## src/rtl/mem_read_cache.sv

```systemverilog
// Direct-mapped read-only cache in front of a slow pulse-request memory.
// Hits answer in one cycle; misses issue a single-cycle memory read.
module mem_read_cache #(
    parameter int ENTRIES = 16,
    parameter int IDX_W   = $clog2(ENTRIES)
) (
    input  logic        clk,
    input  logic        rst_n,
    input  logic        cpu_re,
    input  logic [15:0] cpu_addr,
    output logic        cpu_ready,
    output logic [15:0] cpu_data,
    input  logic        flush,
    output logic        mem_re,
    output logic [15:0] mem_addr,
    input  logic        mem_ready,
    input  logic [15:0] mem_data,
    output logic        busy,
    output logic [15:0] hit_count,
    output logic [15:0] miss_count
);

    localparam int TAG_W = 16 - IDX_W;

    typedef enum logic [0:0] {
        IDLE,
        MISS_WAIT
    } state_t;

    state_t state;
    state_t state_nxt;

    logic [ENTRIES-1:0] valid;
    logic [TAG_W-1:0]   tag_mem  [ENTRIES];
    logic [15:0]        data_mem [ENTRIES];

    logic [IDX_W-1:0] req_idx;
    logic [TAG_W-1:0] req_tag;
    logic [IDX_W-1:0] miss_idx;
    logic [TAG_W-1:0] miss_tag;

    logic flush_pend;
    logic flush_eff;
    logic lookup_hit;
    logic do_hit;
    logic do_miss;
    logic do_fill;

    assign req_idx = cpu_addr[IDX_W-1:0];
    assign req_tag = cpu_addr[15:IDX_W];

    // A flush seen during a miss is replayed on the first idle edge.
    assign flush_eff = flush | flush_pend;

    // Lookup sees the post-flush state when flush lands on the same edge.
    assign lookup_hit = valid[req_idx] && !flush_eff &&
                        (tag_mem[req_idx] == req_tag);

    // State register.
    always_ff @(posedge clk) begin
        if (!rst_n) begin
            state <= IDLE;
        end else begin
            state <= state_nxt;
        end
    end

    // Next-state logic.
    always_comb begin
        state_nxt = state;
        unique case (state)
            IDLE:      if (do_miss) state_nxt = MISS_WAIT;
            MISS_WAIT: if (do_fill) state_nxt = IDLE;
            default:   state_nxt = IDLE;
        endcase
    end

    // Per-state action strobes; requests during a miss are dropped.
    always_comb begin
        do_hit  = 1'b0;
        do_miss = 1'b0;
        do_fill = 1'b0;
        unique case (state)
            IDLE: begin
                do_hit  = cpu_re && lookup_hit;
                do_miss = cpu_re && !lookup_hit;
            end
            MISS_WAIT: begin
                do_fill = mem_ready;
            end
            default: ;
        endcase
    end

    // Valid bits and the deferred-flush flag.
    always_ff @(posedge clk) begin
        if (!rst_n) begin
            valid      <= '0;
            flush_pend <= 1'b0;
        end else if (state == IDLE) begin
            flush_pend <= 1'b0;
            if (flush_eff) valid <= '0;
        end else begin
            flush_pend <= flush_pend | flush;
            if (do_fill) valid[miss_idx] <= 1'b1;
        end
    end

    // Tag and data arrays, written only on a fill.
    always_ff @(posedge clk) begin
        if (rst_n && do_fill) begin
            tag_mem[miss_idx]  <= miss_tag;
            data_mem[miss_idx] <= mem_data;
        end
    end

    // Registered outputs, counters and the latched miss line.
    always_ff @(posedge clk) begin
        if (!rst_n) begin
            cpu_ready  <= 1'b0;
            cpu_data   <= '0;
            mem_re     <= 1'b0;
            mem_addr   <= '0;
            busy       <= 1'b0;
            hit_count  <= '0;
            miss_count <= '0;
            miss_idx   <= '0;
            miss_tag   <= '0;
        end else begin
            cpu_ready <= 1'b0;
            mem_re    <= 1'b0;
            if (do_hit) begin
                cpu_ready <= 1'b1;
                cpu_data  <= data_mem[req_idx];
                hit_count <= hit_count + 16'd1;
            end
            if (do_miss) begin
                mem_re     <= 1'b1;
                mem_addr   <= cpu_addr;
                busy       <= 1'b1;
                miss_count <= miss_count + 16'd1;
                miss_idx   <= req_idx;
                miss_tag   <= req_tag;
            end
            if (do_fill) begin
                cpu_ready <= 1'b1;
                cpu_data  <= mem_data;
                busy      <= 1'b0;
            end
        end
    end

endmodule
```

## config.mk

```make
export PLATFORM = sky130hd
export DESIGN_NAME = mem_read_cache
export DESIGN_NICKNAME = d
export VERILOG_FILES = /design/src/rtl/mem_read_cache.sv
export SDC_FILE = /design/constraint.sdc
export NUM_CORES = 1
export LEC_CHECK = 0
export CAP_MARGIN = 20
export CORE_MARGIN = 2
export CORE_UTILIZATION = 35
export CTS_CLUSTER_DIAMETER = 120
export DETAILED_ROUTE_END_ITERATION = 7
export HOLD_SLACK_MARGIN = 0.02
export PLACE_DENSITY = 0.58
export SYNTH_ARGS = -nofsm -noshare
export SYNTH_HDL_FRONTEND = slang
export SYNTH_SLANG_ARGS = --single-unit
```

## constraint.sdc

```tcl
create_clock -name clk -period 9.73 [get_ports clk]
set_input_delay 1.946 -clock clk [delete_from_list [all_inputs] [get_ports clk]]
set_output_delay 1.946 -clock clk [all_outputs]
set_load 0.02 [all_outputs]
```

**Met3 routing**

Scale: 1.5 px per um. Cells faint in the background.
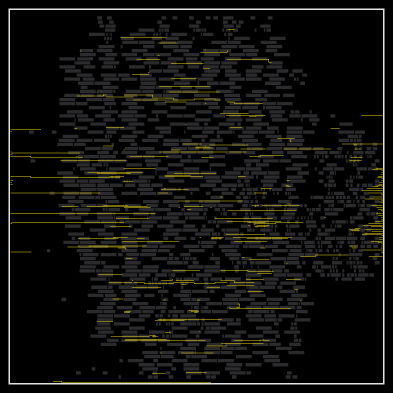
- main direction: horizontal
- longest straight run: 99.4 um
- nets with wire on the layer: 133
- wire length on this layer: 3,250 um
Total Wirelength: 51.0 mm
grt met3 use: 0.0361
via count: 11,100

**Clock network drawn from the DEF**

Scale: 2 px per um.
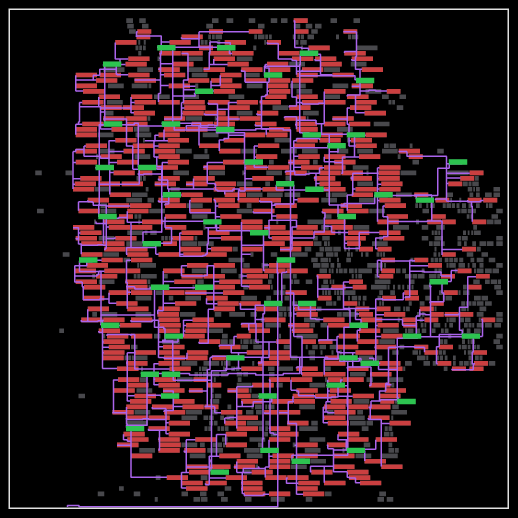
- purple: clock wires (length 6,370 um)
- red: flip-flops (count 533)
- green: clock-net drivers (count 53)
- routed clock nets: 54
worst skew pair latency: 0.62 ns
part of the power in the clock network: 0.424
Clk. pwr: 2.03 mW
Setup Skew: 0.0290 ns

**I/O nets highlighted**

Scale: 2 px per um.
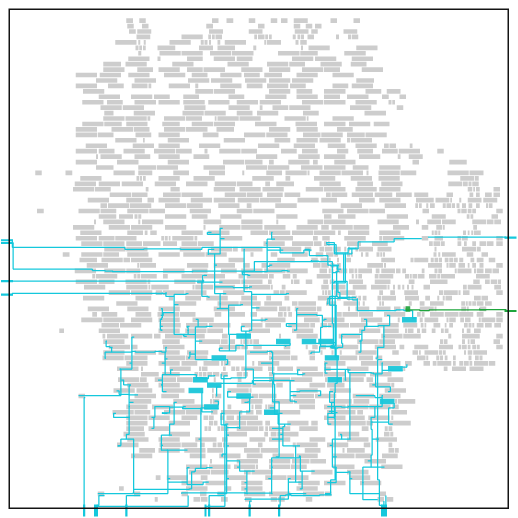
- cyan: mem_addr (direction output; edge 11 south, 4 west, 1 east; end cells 16; wire 3,590 um)
- green: cpu_re (direction input; edge east; end cells 1; wire 56.1 um)
I/O pin total: 104
number of port buffers: 103

==> notes.md <==
impl run done, here's what came out: outcome finished clean, Layout Nets 1,295, slowest cell on the critical path o31ai_4, maximum buffer depth of the clock tree 3, RSZ-0062 raised after global routing false, static leakage 7.99 nW, busiest grt layer met2, yosys xor share 0.00585, most common cell type on the critical path buf_4, CP delay by family, top buffers and inverters, Area Growth Syn to Fin 17.5%, Complex Gates by Area 0.0330, worst slew pin tran 1.14 ns, Clock Sinks 533, final worst slack 3.85 ns, number of enable flip-flop cells 448, Largest cell class sequential cells, final worst-path cycle share 0.604, ClkCell Share 0.0696, Hold Fails Final Rpt 0, routability congestion estimate 0.766, met3 WL 3.25 mm, Fill cells 5,163, sequential cell area 15,200 um2, kind of critical path input pin to register, largest net degree at the start of global routing 51, simple-gate share of the synthesized area 0.0504, Avg Inst Size Synth 18.5 um2, crit path cell chain buf_4 > buf_4 > mux4_2 > mux2i_1 > xnor2_1 > nor4_2 > o2111ai_1 > o31ai_4 > buf_4 > mux2i_1 > nor2_1, Max Fclk 170 MHz, Root Buffer clkbuf_16, Synth Seq Share 0.723, GR Overflow Total 0, area post-placement 22,900 um2, HP Class register to register, layout cells sized above 1 0.201, Post-DRT Antenna Nets 0, Comb area 5520 um2, Worst setup EP type register, Top cell excl fill/tap edfxtp_1, crit path launch cpu_addr[1], Top cells excl fill/tap edfxtp_1 (448), mux4_2 (129), clkdlybuf4s50_1 (98), WHS 0.462 ns, FP Util 0.355, Setup TNS 0 ns, met2 Use GR 0.269, syn nets 1,172, Placed Instances 1,973, Synthesized registers 533, Req. time, crit path 10.20 ns, drc violations 0, Max-slew headroom 0.239, Worst Path Max Fanout 42, max incr delay on CP 1.03 ns, Final Core Density 0.417, fa+ha+maj area frac 0.00119, vias in the first global route 11,200, All-Layer GR Usage 0.164, met2 wire len 24.5 mm, DR WL/cell 24.6 um, startpoint types input pin, 1st-iter DRT viols 1,016, distinct lib cells 56, Worst-path clk slew 0.06 ns, Commonest flop edfxtp_1, mux share 0.168, first-pass GRT wire length 75.0 mm, flop count 533, #MultiIn Comb 530
**Placed cells, one colour a class**

Scale: 1 px per um.
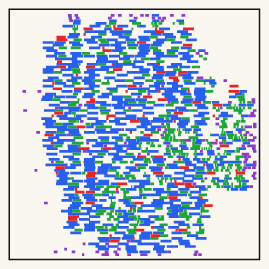
- purple: remaining buffers and delay cells (cells 132)
- green: remaining logic cells (cells 536)
- blue: registers (cells 533)
- red: clock drivers and dummy loads (cells 98)
flop share of the area: 0.615
core area: 59,100 um2
Finished Cell Area: 24,600 um2

**Clock wiring as the flow saved it**

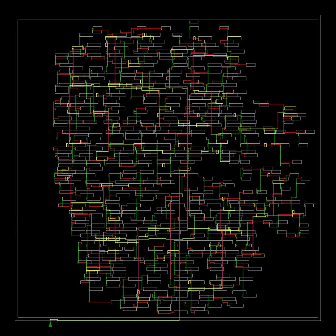
Layout clock buffers: 71
CTS buffer count: 53

-- final timing paths --
path                  endpoint  slack [ns]  depth (start not counted)
setup / recovery  mem_addr[15]        3.85                         11
hold / removal    cpu_data[12]        0.46                          2
setup reg to reg  mem_addr[15]        5.89                          8
hold reg to reg   cpu_data[12]        0.46                          2
-- where the power goes --
group	switching, mW	leakage [nW]	total, mW	internal, mW
registers	0.0245	4.85	2.51	2.49
logic	0.139	2.28	0.247	0.108
clock network	0.861	0.849	2.03	1.17
-- sequential cells by signal (all words and copies together), names as in the netlist --
register,flops
busy,1
valid,16
cpu_ready,1
flush_pend,1
tag_mem,192
cpu_data,16
hit_count,16
state,1
mem_addr,16
data_mem,256
mem_re,1
miss_count,16
Power is estimated from default activity; no workload was simulated.
